$ cat src/rtl/ser_pkg.sv
// Shared serial-link timing constants, command-assembler state type and the
// opcode-to-argument-length decode.
package ser_pkg;

   localparam int unsigned SER_CLK_HZ        = 50_000_000;
   localparam int unsigned SER_BAUD          = 10_000;
   localparam int unsigned SER_BITS_PER_BYTE = 10;  // start + 8 data + stop
   localparam int unsigned SER_CLKS_PER_BIT  = SER_CLK_HZ / SER_BAUD;
   localparam int unsigned SER_CLKS_PER_BYTE = SER_CLKS_PER_BIT * SER_BITS_PER_BYTE;
   localparam int unsigned SER_TIMER_MIN_W   = 18;

   typedef enum logic [1:0] {
      StIdle,
      StArgs,
      StHold
   } state_e;

   function automatic logic [2:0] arg_len(input logic [7:0] opcode);
      logic [2:0] len;
      unique case (opcode[7:6])
         2'b00:   len = 3'd0;
         2'b01:   len = 3'd1;
         2'b10:   len = 3'd2;
         default: len = 3'd4;
      endcase
      return len;
   endfunction

endpackage

$ cat src/rtl/ser_timeout.sv
// Inter-byte silence counter: loadable up-counter with clear/enable that flags
// expiry when it holds TIMEOUT_CLOCKS-1.
module ser_timeout
   import ser_pkg::*;
#(
   parameter int unsigned TIMEOUT_CLOCKS = 200_000,
   parameter int unsigned CNT_W          = ($clog2(TIMEOUT_CLOCKS) > SER_TIMER_MIN_W) ?
                                           $clog2(TIMEOUT_CLOCKS) : SER_TIMER_MIN_W
) (
   input  logic             i_clk,
   input  logic             i_reset,
   input  logic             i_clear,
   input  logic             i_en,
   input  logic             i_load,
   input  logic [CNT_W-1:0] i_load_val,
   output logic             o_expired
);

   logic [CNT_W-1:0] r_count;

   always_ff @(posedge i_clk or posedge i_reset) begin
      if (i_reset) begin
         r_count <= '0;
      end else if (i_clear) begin
         r_count <= '0;
      end else if (i_load) begin
         r_count <= i_load_val;
      end else if (i_en) begin
         r_count <= r_count + CNT_W'(1);
      end
   end

   assign o_expired = (r_count == CNT_W'(TIMEOUT_CLOCKS - 1));

endmodule

$ cat src/rtl/ser_cmd_asm.sv
// Frames received bytes into opcode + 0/1/2/4 argument-byte commands and hands
// them to the dispatcher over valid/ready, with sticky timeout/overrun flags.
module ser_cmd_asm
   import ser_pkg::*;
#(
   parameter int unsigned CLK_HZ        = SER_CLK_HZ,
   parameter int unsigned BAUD          = SER_BAUD,
   parameter int unsigned TIMEOUT_BYTES = 4
) (
   input  logic        i_clk,
   input  logic        i_reset,
   input  logic        i_rcv_full,
   input  logic [7:0]  i_rcv_data,
   output logic        o_cmd_valid,
   input  logic        i_cmd_ready,
   output logic [7:0]  o_cmd_opcode,
   output logic [31:0] o_cmd_arg,
   output logic        o_err_timeout,
   output logic        o_err_overrun,
   input  logic        i_err_clear
);

   localparam int unsigned TIMEOUT_CLOCKS = (CLK_HZ / BAUD) * SER_BITS_PER_BYTE * TIMEOUT_BYTES;
   localparam int unsigned CNT_W          = ($clog2(TIMEOUT_CLOCKS) > SER_TIMER_MIN_W) ?
                                            $clog2(TIMEOUT_CLOCKS) : SER_TIMER_MIN_W;

   state_e      r_state, w_state_nxt;
   logic [7:0]  r_opcode, w_opcode_nxt;
   logic [31:0] r_arg, w_arg_nxt;
   logic [1:0]  r_idx, w_idx_nxt;
   logic        r_err_timeout, r_err_overrun;

   logic       w_take_op;
   logic       w_set_tmo;
   logic       w_set_ovr;
   logic [2:0] w_len;
   logic       w_tmr_en;
   logic       w_tmr_clr;
   logic       w_expired;

   assign w_len     = arg_len(r_opcode);
   assign w_tmr_en  = (r_state == StArgs) && !i_rcv_full;
   // Clearing on expiry keeps the counter from ever stepping past its limit.
   assign w_tmr_clr = !w_tmr_en || w_expired;

   ser_timeout #(
      .TIMEOUT_CLOCKS (TIMEOUT_CLOCKS),
      .CNT_W          (CNT_W)
   ) u_timeout (
      .i_clk      (i_clk),
      .i_reset    (i_reset),
      .i_clear    (w_tmr_clr),
      .i_en       (w_tmr_en),
      .i_load     (1'b0),
      .i_load_val ('0),
      .o_expired  (w_expired)
   );

   always_comb begin
      w_state_nxt  = r_state;
      w_opcode_nxt = r_opcode;
      w_arg_nxt    = r_arg;
      w_idx_nxt    = r_idx;
      w_take_op    = 1'b0;
      w_set_tmo    = 1'b0;
      w_set_ovr    = 1'b0;

      unique case (r_state)
         StIdle: begin
            w_take_op = i_rcv_full;
         end
         StArgs: begin
            if (i_rcv_full) begin
               w_arg_nxt[{r_idx, 3'b000} +: 8] = i_rcv_data;
               w_idx_nxt                       = r_idx + 2'd1;
               if (({1'b0, r_idx} + 3'd1) == w_len) begin
                  w_state_nxt = StHold;
               end
            end else if (w_expired) begin
               w_set_tmo   = 1'b1;
               w_state_nxt = StIdle;
            end
         end
         StHold: begin
            if (i_cmd_ready) begin
               w_state_nxt = StIdle;
               w_take_op   = i_rcv_full;
            end else if (i_rcv_full) begin
               w_set_ovr = 1'b1;
            end
         end
         default: begin
            w_state_nxt = StIdle;
         end
      endcase

      if (w_take_op) begin
         w_opcode_nxt = i_rcv_data;
         w_arg_nxt    = '0;
         w_idx_nxt    = '0;
         w_state_nxt  = (arg_len(i_rcv_data) == 3'd0) ? StHold : StArgs;
      end
   end

   always_ff @(posedge i_clk or posedge i_reset) begin
      if (i_reset) begin
         r_state       <= StIdle;
         r_opcode      <= '0;
         r_arg         <= '0;
         r_idx         <= '0;
         r_err_timeout <= 1'b0;
         r_err_overrun <= 1'b0;
      end else begin
         r_state       <= w_state_nxt;
         r_opcode      <= w_opcode_nxt;
         r_arg         <= w_arg_nxt;
         r_idx         <= w_idx_nxt;
         // A new error in the same cycle as a clear request still latches.
         r_err_timeout <= w_set_tmo | (r_err_timeout & ~i_err_clear);
         r_err_overrun <= w_set_ovr | (r_err_overrun & ~i_err_clear);
      end
   end

   assign o_cmd_valid   = (r_state == StHold);
   assign o_cmd_opcode  = r_opcode;
   assign o_cmd_arg     = r_arg;
   assign o_err_timeout = r_err_timeout;
   assign o_err_overrun = r_err_overrun;

endmodule

$ cat config.mk
export PLATFORM = sky130hd
export DESIGN_NAME = ser_cmd_asm
export DESIGN_NICKNAME = d
export VERILOG_FILES = /design/src/rtl/ser_pkg.sv /design/src/rtl/ser_timeout.sv /design/src/rtl/ser_cmd_asm.sv
export SDC_FILE = /design/constraint.sdc
export NUM_CORES = 1
export LEC_CHECK = 0
export CAP_MARGIN = 10
export CORE_MARGIN = 3
export CORE_UTILIZATION = 55
export DETAILED_ROUTE_END_ITERATION = 7
export PLACE_DENSITY_LB_ADDON = 0.1
export SYNTH_ARGS = -nofsm -noshare
export SYNTH_HDL_FRONTEND = slang
export SYNTH_SLANG_ARGS = --single-unit
$ cat constraint.sdc
create_clock -name i_clk -period 5.4 [get_ports i_clk]
set_clock_uncertainty 0.05 [all_clocks]
set_input_delay 1.08 -clock i_clk [delete_from_list [all_inputs] [get_ports i_clk]]
set_output_delay 1.08 -clock i_clk [all_outputs]
set_load 0.01 [all_outputs]
Figure 1. Wires at chosen ports, followed through buffers.
Drawn at 4 px/um.
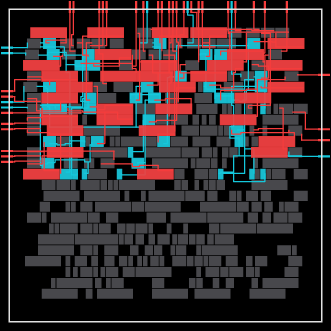
red -> o_cmd_arg  # bits 32, direction output, end cells 32, buffers 32, wire 981 um
cyan -> i_rcv_data  # bits 8, direction input, end cells 41, buffers 8, wire 558 um
Top Ports: 56
I/O Buffers: 55

Figure 2. Placed cells, one color a class.
Drawn at 4 px/um.
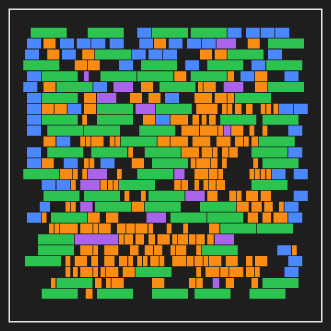
blue -> remaining buffers and delay cells  # cells 56
orange -> combinational and other logic  # cells 189
purple -> clock drivers and dummy loads  # cells 16
green -> sequential cells  # cells 64
sequential share of cell area: 44.0%
final core utilization: 75.1%

==> flow_summary.toml <==
# flow metrics
[synth]
adder_share_pct = 3.09
syn-mean-instance-area_um2 = 10.9
edf_count = 0
synth.area.top_cells = "dfrtp_1 (57%), a22o_1 (9.6%), nand2_1 (5.4%)"
largest_area_cell = "dfrtp_1"
yosysUniqueCellTypes = 41
async_flop_share_pct = 100
synthMuxAreaShare_pct = 0.354
yosys-top-cells-count = "dfrtp_1 (64), nand2_1 (41), a22o_1 (31), nor2_1 (21)"
simple_gate_share_pct = 20.4
xor_area_share_pct = 3.71
yosys.area_share.aoi_pct = 14.0
post-synth-top-count-cell = "dfrtp_1"
yosys_cells = 260
ys_area_um2 = 2830
synth_seq_share_pct = 56.6
ys.flops = 64
synth_top_area_share_pct = 56.6
fp_nets = 280
logic_family = "simple AND/OR/NAND/NOR gates"
ys_warn_count = 0
synthCells = 260
netlist_area_um2 = 2830
ys_dominant_reg_cell = "dfrtp_1"

[worst_setup_path]
cp_slowest_cell = "nor4b_2"
worstPathCellList = "clkdlybuf4s50_1 -> and3b_1 -> nand2_1 -> nor4b_2 -> a22o_1"
crit_buf_inv = 1
reg2reg_to = "o_cmd_arg[8]"
cp.required_ns = 5.62
r2r_start = "r_idx[0]"
cp_top_family = "simple AND/OR/NAND/NOR gates"
path_max_fanout = 13
end_kind = "flip-flop"
cp_data_arrival_time_ns = 3.22
criticalPathCategory = "in -> reg"
slowest_delay_ns = 0.75
rrSetupSlack_ns = 3.22
startpoint_type = "input pin"
reg2reg_depth = 4

[global_route]
track_usage_pct = 23.1
grt_pass1_vias = 2223
gr-total-overflow = 0
antenna_found_initial = 0
grt_pass1_wl_um = 10800
grt_max_degree = 65

[power_and_ir_drop]
p_leak_nw = 1.57
irDropWorstVdd_uv = 318
p_seq_share_pct = 42.7
p_int_uw = 957
swShare_pct = 32.5
switchingPower_uw = 462
clkPwrFrac_pct = 28.9
power.density_nw_per_um2 = 390
combPwrFrac_pct = 28.4

[detailed_routing]
avgViaCountPerCell = 5.66
drc = 0
ant_nets = 0
firstDrtPassIters = 4
drt-initial-drc-count = 155
routedWlPerCell_um = 16.4

[hold_path]
min_path_cells = 2
min_to = "o_cmd_opcode[1]"
min_from = "o_cmd_opcode[1]"
hold_class = "reg -> reg"

[clock_tree]
post_cts_buffers = 0
htreeDepth = 3
cts_buffer_depth = 2
cts_hold_buf = 0
clkLatencyLatePin_ns = 0.33
clk_pin_slew_ns = 0.07
root_buffer = "clkbuf_8"
clock-sinks = 64
cts_resized = 0
cts_tree = "built"
cts_made_buffers = 9

[placed_design]
gp_congestion = 0.797
hpwl_um = 4270

[job]
maxCapViolCount = 0
warnings = 31

[floorplanning]
rows = 25
die_w_um = 77.8
chip_area_um2 = 6050
die_h_um = 77.8

[cells_and_area]
n_fill_cell = 360
area_growth_pct = 28.6
flop_area_um2 = 1600
logic_area_um2 = 1170
drive_gt1_share_pct = 7.08
fin_nets = 340
antenna_cells = 0

[final_timing]
worst_pin_slew_ns = 0.849
fin_hold_ws_ns = 0.426
max_freq_mhz = 334
setup_violations = 0
post-route-period-util_pct = 55.5
finalHoldViolations = 0
period_minus_slack_ns = 3.00
finalSetupTns_ns = 0
final_max_slew_viol_count = 0
rsz0062_at_grt = "false"
slew-limit-headroom_pct = 43.0

[status]
status = "finished, final reports clean"
Figure 3. Met1 routing.
Drawn at 6 px/um. Supply wires on this layer in gray. Cells faint in the background.
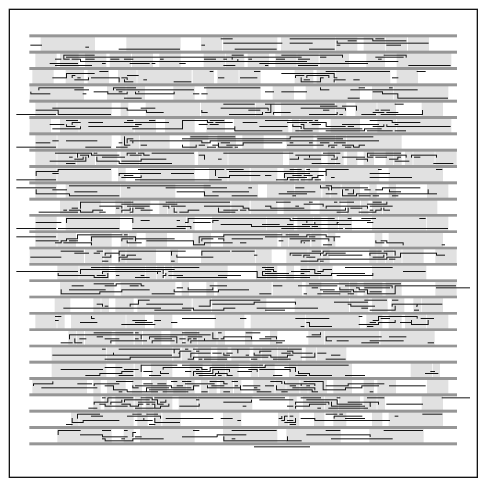
main direction = horizontal
share of all routed wire = 48%
nets with wire on the layer = 287
longest straight run = 39.1 um
DR vias: 2,217
met1 usage: 32.6%
final wirelength: 6410 um

Figure 4. Placement density heat map.
Drawn at 4 px/um. The die is cut into 8 by 8 equal tiles; dark blue is low, red is high, 0 to 100% covered.
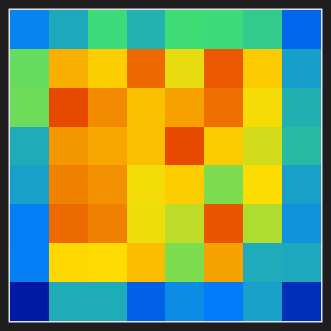
emptiest ninth of the die = south-east
tiles over 75% full = 38%
fullest tile = 92%
densest ninth of the die = center
mean over tiles = 59%
Core Density at Floorplan: 58.4%
Core Footprint: 4850 um^2

area by class of cell:
type	instances	share of cell area, %
clock buffers	11	3.88
flip-flops and latches	64	44.0
repair buffers	56	15.3
clock inverters	5	1.55
inverters	7	0.721
well taps	67	2.30
multi-input cells	182	32.3
metal layers:
metal | vias to the layer above | track usage (%) | wire length (um)
met1 | 1080 | 32.6 | 3100
met4 | 0 | 8.72 | 98
li1 | 1065 | - | -
met3 | 8 | 6.50 | 319
met5 | - | 0 | 0
met2 | 64 | 33.8 | 2900
state kept, by name, indices dropped and copies added (netlist names):
| signal | flops |
|---|---|
| o_err_overrun | 1 |
| o_cmd_arg | 32 |
| o_cmd_opcode | 8 |
| o_err_timeout | 1 |
| r_idx | 2 |
| u_timeout.r_count | 18 |
| r_state | 2 |
logic make-up (layout without fill, tap and decap cells):
logic type               count (synthesis)  in the layout
multiplexers                             1              1
buffers and inverters                   14             79
XOR/XNOR                                12             12
adder cells (fa/ha/maj)                  7              7
flip-flops                              64             64
AND-OR/OR-AND                           52             52
AND/OR/NAND/NOR                        110            110
power by group through the flow:
stage	logic [mW]	clock network [mW]	registers [mW]
after CTS	0.407	0.415	0.605
after global routing	0.444	0.444	0.619
after detailed placement	0.406	0	0.610
after global placement	0.394	0	0.613
final	0.403	0.410	0.606
after floorplan	0.205	0	0.628
how the worst max path moves through the flow:
stage                     startpoint             to  slack (ns)  depth (start not counted)
after detailed placement  i_rcv_full   o_cmd_arg[8]        2.11                          5
after global routing      i_rcv_full  o_cmd_arg[11]        2.23                          5
after floorplan              i_reset   o_cmd_arg[0]        2.67                          1
final                     i_rcv_full   o_cmd_arg[8]        2.40                          5
after global placement    i_rcv_full  o_cmd_arg[14]        2.22                          5
after CTS                 i_rcv_full   o_cmd_arg[8]        2.45                          5
worst min-delay path: stages (launching register included):
cell and delay, ns:
dfrtp_1 0.34, nand2_1 0.05, nand2_1 0.05
cell usage in the layout, fill, tap and decap left out, drive strengths merged, types with 2 or more instances in the layout:
cell           netlist  routed
o21ai                7       7
clkdlybuf4s50        0      55
and3b                2       2
xor2                 5       5
and3                 3       3
dfrtp               64      64
clkbuf               5      11
or3                  3       3
inv                  7       7
a22o                31      31
nand3                9       9
nor4b                3       3
ha                   7       7
nor4                 6       6
xnor2                7       7
nand4                6       6
nor4bb               4       4
nor2                21      21
a21oi                8       8
nor3                 3       3
nand2               41      41
nand3b               2       2
clkinv               0       3
a31oi                2       2
stage by stage:
stage | setup WS (ns) | std cells | util, % | power, mW | area [um^2]
after floorplan | 2.67 | 260 | - | 0.832 | 2830
after global routing | 2.23 | 392 | 75.1 | 1.51 | 3640
after global placement | 2.22 | 376 | 71.0 | 1.01 | 3440
after detailed placement | 2.11 | 376 | 71.0 | 1.02 | 3440
final | 2.40 | 392 | 75.1 | 1.42 | 3640
after CTS | 2.45 | 392 | 75.1 | 1.43 | 3640
Power is estimated from default activity; no workload was simulated.
